<file path="config.mk">
export PLATFORM = sky130hd
export DESIGN_NAME = im_loader_flat
export DESIGN_NICKNAME = d
export VERILOG_FILES = /design/src/rtl/im_pkg.sv /design/src/rtl/im_loader_if.sv /design/src/rtl/im_word_pack.sv /design/src/rtl/im_loader.sv /design/src/flat_wrapper.sv
export SDC_FILE = /design/constraint.sdc
export NUM_CORES = 1
export LEC_CHECK = 0
export ABC_AREA = 1
export CAP_MARGIN = 20
export CELL_PAD_IN_SITES_DETAIL_PLACEMENT = 1
export CELL_PAD_IN_SITES_GLOBAL_PLACEMENT = 1
export CORE_MARGIN = 2
export CORE_UTILIZATION = 33
export CTS_CLUSTER_DIAMETER = 100
export DETAILED_ROUTE_END_ITERATION = 7
export GPL_TIMING_DRIVEN = 1
export HOLD_SLACK_MARGIN = 0.08
export PLACE_DENSITY_LB_ADDON = 0.2
export RECOVER_POWER = 25
export SYNTH_ARGS = -nofsm -noshare
export SYNTH_HDL_FRONTEND = slang
export SYNTH_SLANG_ARGS = --single-unit
</file>
<file path="constraint.sdc">
create_clock -name clk -period 5 [get_ports clk]
set_clock_uncertainty 0.2 [all_clocks]
set_input_delay 1.5 -clock clk [delete_from_list [all_inputs] [get_ports clk]]
set_output_delay 1.5 -clock clk [all_outputs]
set_load 0.01 [all_outputs]
</file>
<file path="src/rtl/im_pkg.sv">
// Shared instruction-memory constants and loader state encoding.
// Also imported by the instruction memory so depth/width stay in one place.
package im_pkg;
   localparam int IM_DEPTH_DEF = 64;
   localparam int IM_AW_DEF    = 6;

   typedef enum logic [2:0] {
      IDLE  = 3'd0,
      RECV  = 3'd1,
      WRITE = 3'd2,
      CHK   = 3'd3,
      DONE  = 3'd4
   } im_state_t;
endpackage

</file>
<file path="src/rtl/im_loader_if.sv">
// Byte-stream in / instruction-memory write port out for the loader.
// The master is the host side; the slave is im_loader.
interface im_loader_if
   import im_pkg::*;
#(
   parameter int IM_AW = IM_AW_DEF
);
   logic             start;
   logic [6:0]       nwords;
   logic             byte_valid;
   logic [7:0]       byte_data;
   logic             byte_ready;
   logic             we;
   logic [IM_AW-1:0] waddr;
   logic [31:0]      wdata;
   logic             busy;
   logic             done;
   logic             err;

   modport master (
      output start, nwords, byte_valid, byte_data,
      input  byte_ready, we, waddr, wdata, busy, done, err
   );

   modport slave (
      input  start, nwords, byte_valid, byte_data,
      output byte_ready, we, waddr, wdata, busy, done, err
   );
endinterface

</file>
<file path="src/rtl/im_word_pack.sv">
// Shifts accepted bytes into a 32-bit word, MSB byte first.
// word_full flags the beat carrying the fourth byte.
module im_word_pack
   import im_pkg::*;
(
   input  logic        clk,
   input  logic        rst_n,
   input  logic        clr,
   input  logic        en,
   input  logic [7:0]  din,
   output logic [31:0] word,
   output logic        word_full
);
   logic [1:0] cnt;

   assign word_full = en && (cnt == 2'd3);

   // cnt wraps to 0 on the fourth byte, so no explicit clear between words
   always_ff @(posedge clk) begin
      if (!rst_n || clr) begin
         cnt  <= 2'd0;
         word <= 32'd0;
      end else if (en) begin
         cnt  <= cnt + 2'd1;
         word <= {word[23:0], din};
      end
   end
endmodule

</file>
<file path="src/rtl/im_loader.sv">
// Serial-byte instruction-memory loader: bytes -> 32-bit words -> IM writes.
// Define IM_LOADER_CHECKSUM_EN to add a trailing XOR checksum byte and err flag.
module im_loader
   import im_pkg::*;
#(
   parameter int IM_DEPTH = IM_DEPTH_DEF,
   parameter int IM_AW    = IM_AW_DEF
)(
   input  logic        clk,
   input  logic        rst_n,
   im_loader_if.slave  bus
);
   localparam logic [7:0] DEPTH8 = 8'(IM_DEPTH);

   im_state_t        state;
   logic [6:0]       nw;
   logic             byte_ready, we, busy, done;
   logic [IM_AW-1:0] waddr;
   logic [31:0]      word;
   logic             word_full, acc, start_ok, clr, last;

   assign acc      = bus.byte_valid && byte_ready;
   assign start_ok = bus.start && (bus.nwords != 7'd0) && ({1'b0, bus.nwords} <= DEPTH8);
   assign clr      = (state == IDLE) && start_ok;
   // waddr doubles as the words-written counter; last means this write ends the session
   assign last     = (8'(waddr) + 8'd1) >= {1'b0, nw};

   im_word_pack u_pack (
      .clk       (clk),
      .rst_n     (rst_n),
      .clr       (clr),
      .en        (acc && (state == RECV)),
      .din       (bus.byte_data),
      .word      (word),
      .word_full (word_full)
   );

   always_ff @(posedge clk) begin
      if (!rst_n) begin
         state      <= IDLE;
         nw         <= 7'd0;
         waddr      <= '0;
         byte_ready <= 1'b0;
         we         <= 1'b0;
         busy       <= 1'b0;
         done       <= 1'b0;
      end else begin
         case (state)
            IDLE: begin
               if (start_ok) begin
                  state      <= RECV;
                  nw         <= bus.nwords;
                  waddr      <= '0;
                  byte_ready <= 1'b1;
                  busy       <= 1'b1;
               end else if (bus.start) begin
                  state <= DONE;
                  busy  <= 1'b1;
                  done  <= 1'b1;
               end
            end
            RECV: begin
               if (word_full) begin
                  state      <= WRITE;
                  byte_ready <= 1'b0;
                  we         <= 1'b1;
               end
            end
            WRITE: begin
               we <= 1'b0;
               if (!last) begin
                  waddr      <= waddr + 1'b1;
                  state      <= RECV;
                  byte_ready <= 1'b1;
               end else begin
`ifdef IM_LOADER_CHECKSUM_EN
                  state      <= CHK;
                  byte_ready <= 1'b1;
`else
                  state <= DONE;
                  done  <= 1'b1;
`endif
               end
            end
            CHK: begin
               if (acc) begin
                  state      <= DONE;
                  byte_ready <= 1'b0;
                  done       <= 1'b1;
               end
            end
            DONE: begin
               state <= IDLE;
               busy  <= 1'b0;
               done  <= 1'b0;
            end
            default: state <= IDLE;
         endcase
      end
   end

`ifdef IM_LOADER_CHECKSUM_EN
   logic [7:0] xsum;
   logic       err;

   // err is sticky until the next accepted start
   always_ff @(posedge clk) begin
      if (!rst_n || clr) begin
         xsum <= 8'd0;
         err  <= 1'b0;
      end else if (acc && (state == RECV)) begin
         xsum <= xsum ^ bus.byte_data;
      end else if (acc && (state == CHK)) begin
         err <= (bus.byte_data != xsum);
      end
   end

   assign bus.err = err;
`else
   assign bus.err = 1'b0;
`endif

   assign bus.byte_ready = byte_ready;
   assign bus.we         = we;
   assign bus.waddr      = waddr;
   assign bus.wdata      = word;
   assign bus.busy       = busy;
   assign bus.done       = done;
endmodule

</file>
<file path="src/flat_wrapper.sv">
// flat-port wrapper written by rule: the top's interface ports become plain ports
module im_loader_flat import im_pkg::*;
#(
   parameter int IM_DEPTH = IM_DEPTH_DEF,
   parameter int IM_AW    = IM_AW_DEF
)
  (clk, rst_n, bus_start, bus_nwords, bus_byte_valid, bus_byte_data, bus_byte_ready, bus_we, bus_waddr, bus_wdata, bus_busy, bus_done, bus_err);
  im_loader_if #(.IM_AW(IM_AW)) bus_i ();
  input  logic clk;
  input  logic rst_n;
  input wire logic [$bits(bus_i.start)-1:0] bus_start;
  input wire logic [$bits(bus_i.nwords)-1:0] bus_nwords;
  input wire logic [$bits(bus_i.byte_valid)-1:0] bus_byte_valid;
  input wire logic [$bits(bus_i.byte_data)-1:0] bus_byte_data;
  output wire logic [$bits(bus_i.byte_ready)-1:0] bus_byte_ready;
  output wire logic [$bits(bus_i.we)-1:0] bus_we;
  output wire logic [$bits(bus_i.waddr)-1:0] bus_waddr;
  output wire logic [$bits(bus_i.wdata)-1:0] bus_wdata;
  output wire logic [$bits(bus_i.busy)-1:0] bus_busy;
  output wire logic [$bits(bus_i.done)-1:0] bus_done;
  output wire logic [$bits(bus_i.err)-1:0] bus_err;
  assign bus_i.start = bus_start;
  assign bus_i.nwords = bus_nwords;
  assign bus_i.byte_valid = bus_byte_valid;
  assign bus_i.byte_data = bus_byte_data;
  assign bus_byte_ready = bus_i.byte_ready;
  assign bus_we = bus_i.we;
  assign bus_waddr = bus_i.waddr;
  assign bus_wdata = bus_i.wdata;
  assign bus_busy = bus_i.busy;
  assign bus_done = bus_i.done;
  assign bus_err = bus_i.err;
  im_loader #(.IM_DEPTH(IM_DEPTH), .IM_AW(IM_AW)) u_core (.clk(clk), .rst_n(rst_n), .bus(bus_i));
endmodule
</file>
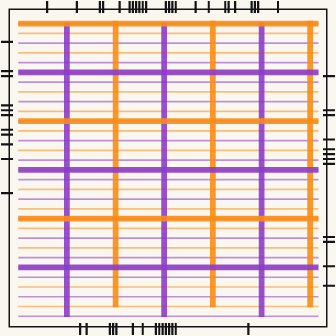
(run_1/floorplan.png)
Pins as bars on the die edge.
legend:
  VSS:
    color: purple
  VDD:
    color: orange
met4 straps: 6
met1 rails: 31
rows: 30
signal pins: 62

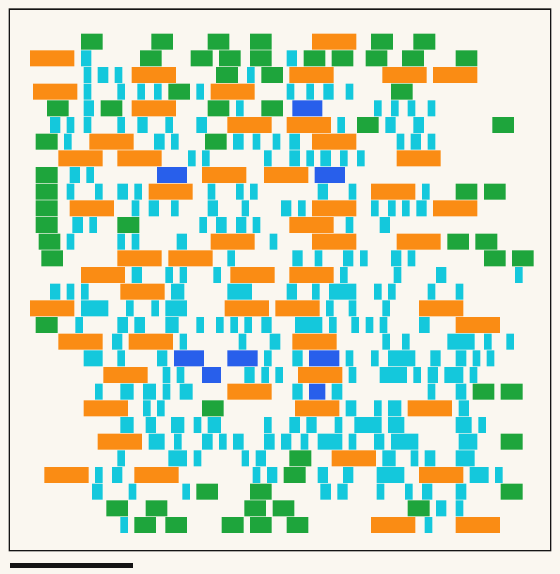
(run_1/class_map.png)
The bar under the picture is 20 um long.
legend:
  registers:
    color: orange
    cells: 54
  remaining logic cells:
    color: cyan
    cells: 238
  clock drivers and dummy loads:
    color: blue
    cells: 8
  remaining buffers and delay cells:
    color: green
    cells: 60

==> reports/metrics.csv, run 1 <==
stage,metric,value,unit
cts,clockBufferDepth,2,
worst_setup_path,path_buffers,2,
power,peakVddDrop,0.147,mV
timing,worst_pin_slew,0.699,ns
global_route,grt.busiest_layer,met2,
global_route,antenna_found_initial,0,
cts,cts_sinks,54,
placed_design,post_dp_cell_area,2970,um^2
routing,dr_total_vias,2090,
worst_setup_path,arrival,3.66,ns
finish,largest_reg_flops,32,
cts,clkTransAtPathRegs,0.10,ns
synthesis,yosys_area,2340,um^2
worst_setup_path,cp_max_fo,16,
global_route,global_route.overflow_total,0,
floorplan,ioPinCount,62,
worst_setup_path,crit_type,primary input to register,
job,warnings,26,
min_path,hold_start,u_core.bus.done,
cts,cts_tree,done,
job,maxCapViolations,0,
synthesis,ys_types,30,
synthesis,yosys_warnings,0,
synthesis,synthTopCellsByArea,"dfxtp_1, nand2_1, a21oi_1",
global_route,gr-usage-met2,25.8,%
finish,final.fill_count,869,
outcome,status,finished clean,
routing,wl_per_cell,12.9,um
timing,post-route-period-util,73.0,%
floorplan,floorplan.core_util,34.2,%
worst_setup_path,crit_family,simple AND/OR/NAND/NOR gates,
placed_design,post-place-ws,1.13,ns
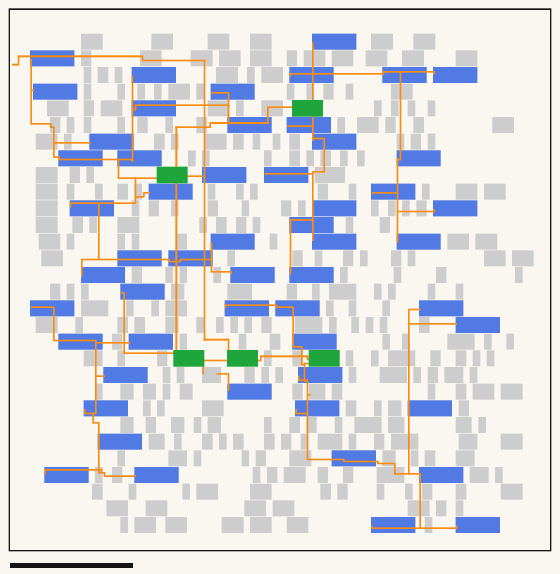
(run_1/clock_wires.png)
The bar under the picture is 20 um long.
legend:
  clock-net drivers:
    color: green
    count: 5
  clock wires:
    color: orange
    length: 682 um
  flip-flops:
    color: blue
    count: 54
flops lie: widely spread
routed clock nets: 6

-- run 1: cell usage after synthesis, types with 2 or more instances --
master    number
nand2_4        2
buf_4          4
dfxtp_1       54
nor2_1        18
nand2_1       91
buf_6          4
ha_1           9
inv_2          3
inv_1         22
nand4_1        2
a21oi_1       51
o21ai_1        3
nor2_2         3
clkbuf_1       4
nand3_1        7
o21ai_0       10
xor2_1         4
-- run 1: cells in the final DEF (no fill, tap or decap), types with 2 or more instances in the layout --
cell type / netlist / layout
a21oi_1: 51 / 51
clkbuf_8: 0 / 6
clkdlybuf4s50_1: 0 / 41
dfxtp_1: 54 / 54
dlygate4sd3_1: 0 / 19
ha_1: 9 / 9
inv_1: 22 / 22
inv_2: 3 / 3
nand2_1: 91 / 91
nand2_4: 2 / 2
nand3_1: 7 / 7
nand4_1: 2 / 3
nor2_1: 18 / 18
nor2_2: 3 / 3
o21ai_0: 10 / 12
xor2_1: 4 / 4
-- run 1: area by class of cell --
type / count / area [um^2] / area share, %
multi-input cells: 212 / 1050 / 34.4
flip-flops and latches: 54 / 1080 / 35.4
inverters: 26 / 100 / 3.28
repair buffers: 60 / 601 / 19.7
clock buffers: 6 / 82.6 / 2.71
clock inverters: 2 / 16.3 / 0.533
well taps: 96 / 120 / 3.94
-- run 1: logic make-up after synthesis --
kind of cell               count (synthesis)  share of synthesized area [%]
and+or+nand+nor                          130                           24.1
AOI/OAI and AO/OA                         68                           15.0
DFF                                       54                           46.3
buffers and inverters                     38                           8.14
adders and majority gates                  9                           4.82
xor gates and xnor gates                   4                           1.50
other                                      1                          0.161
-- run 1: report_power, final --
| part | switching [mW] | internal, mW |
|---|---|---|
| registers | 0.0111 | 0.443 |
| logic | 0.0656 | 0.0512 |
| clock network | 0.150 | 0.114 |
| total | 0.226 | 0.609 |
==> inputs of run 2 (changes only) <==
- CORE_UTILIZATION: 33 -> 31
- clock period: 5 -> 2.95 ns (I/O delays scaled with it)
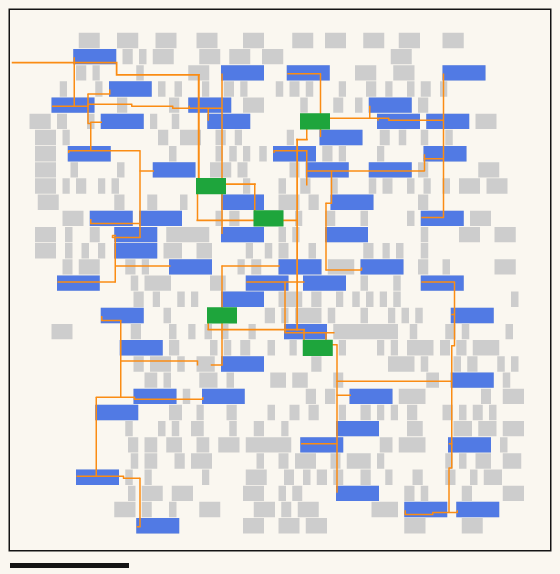
(run_2/clock_wires.png)
The bar under the picture is 20 um long.
legend:
  flip-flops:
    color: blue
    count: 54
  clock-net drivers:
    color: green
    count: 5
  clock wires:
    color: orange
    length: 681 um
flops lie: widely spread

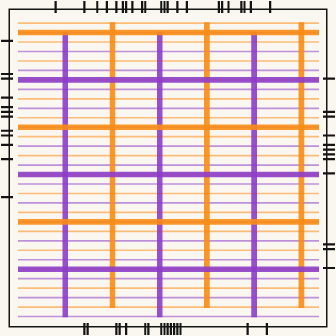
(run_2/floorplan.png)
Pins as bars on the die edge.
legend:
  VDD:
    color: orange
  VSS:
    color: purple
rows: 31
met1 rails: 32
met4 straps: 6
signal pins: 62

==> reports/metrics.csv, run 2 <==
stage,metric,value,unit
power,peakVddDrop,0.167,mV
synthesis,ys_top_logic_family,simple AND/OR/NAND/NOR gates,
synthesis,ys_types,30,
routing,viasPerCell,4.54,
cts,cts_tree,done,
global_route,antenna_found_initial,0,
timing,finalSetupTns,0,ns
worst_setup_path,crit_start,bus_nwords[2],
cts,clkTransAtPathRegs,0.10,ns
routing,met3_length,171,um
outcome,status,finished clean,
worst_setup_path,path_buffers,2,
timing,post-route-period-util,87.4,%
synthesis,simple_gate_area_share,24.1,%
worst_setup_path,cp.depth,8,
job,warnings,26,
finish,regArea,1080,um^2
floorplan,ioPinCount,62,
worst_setup_path,crit_type,primary input to register,
finish,final.fill_count,932,
worst_setup_path,cp_max_fo,12,
synthesis,yosys_warnings,0,
cts,clockBufferDepth,2,
finish,layout.nets,393,
routing,wl_met2,2.81,mm
finish,comb_area,1060,um^2
worst_setup_path,crit_family,buffers and inverters,
floorplan,die_area,8250,um^2
floorplan,floorplan.core_util,32.0,%
synthesis,synthTopCellsByArea,"dfxtp_1, nand2_1, a21oi_1",
routing,dr_total_vias,2113,
synthesis,synthMostInstantiatedCell,nand2_1,
synthesis,adder_share,4.82,%
global_route,gr-usage-all-layers,14.9,%
global_route,grt.busiest_layer,met2,
worst_setup_path,crit_chain,dlygate4sd3_1 > nor2_1 > nand3_1 > nand2_1 > nand4_4 > clkbuf_1 > o21ai_0 > a21oi_1,
synthesis,yosys.area_share.xor_xnor,1.50,%
cts,cts_sinks,54,
synthesis,synth_top_cell_by_area,dfxtp_1,
synthesis,common_cells,"nand2_1, dfxtp_1, a21oi_1",
min_path,worst_hold_path.num_cells,2,
global_route,global_route.overflow_total,0,
global_route,gr-usage-met2,25.0,%
finish,mostFrequentLayoutCell,nand2_1,
placed_design,post-place-ws,0.133,ns
worst_setup_path,arrival,2.58,ns
job,maxCapViolations,0,
==> run 2: cell counts after synthesis <==
Identical to the previous run, type by type.
==> run 2: tightest hold or removal path: stages, from the launching register on <==
cell and delay, ns:
dfxtp_1 0.32, inv_1 0.04, a21oi_1 0.05
==> run 2: how the worst min path moves through the flow <==
stage / from / endpoint / slack, ns
after CTS: u_core.bus.done / u_core.bus.done / 0.26
after global placement: u_core.bus.done / u_core.bus.done / 0.24
after floorplan: u_core.nw[1] / u_core.nw[1] / 0.23
after global routing: u_core.u_pack.word[28] / u_core.u_pack.word[28] / 0.29
final: u_core.bus.done / u_core.bus.done / 0.25
after detailed placement: u_core.bus.done / u_core.bus.done / 0.24
==> run 2: area by class of cell <==
type | instances | area share [%]
Sequential cell | 54 | 34.5
Multi-Input combinational cell | 212 | 33.9
Timing Repair Buffer | 66 | 20.9
Tap cell | 99 | 3.95
Inverter | 26 | 3.19
Clock buffer | 5 | 2.20
Clock inverter | 3 | 1.40
==> run 2: power breakdown <==
group	leakage [nW]	internal, mW	switching (mW)
Combinational	0.767	0.0923	0.115
Sequential	0.438	0.752	0.0188
Clock	0.0585	0.255	0.254
Total	1.26	1.10	0.388
==> run 2: per-stage QoR <==
stage / std cells / util (%) / cell area [um^2] / hold WS [ns]
global route: 465 / 43.0 / 3130 / 0.286
global placement: 457 / 41.5 / 3030 / 0.238
detailed placement: 457 / 41.5 / 3030 / 0.241
CTS: 465 / 43.1 / 3140 / 0.256
floorplan: 304 / - / 2340 / 0.233
finish: 465 / 43.0 / 3130 / 0.249
Power is estimated from default activity; no workload was simulated.
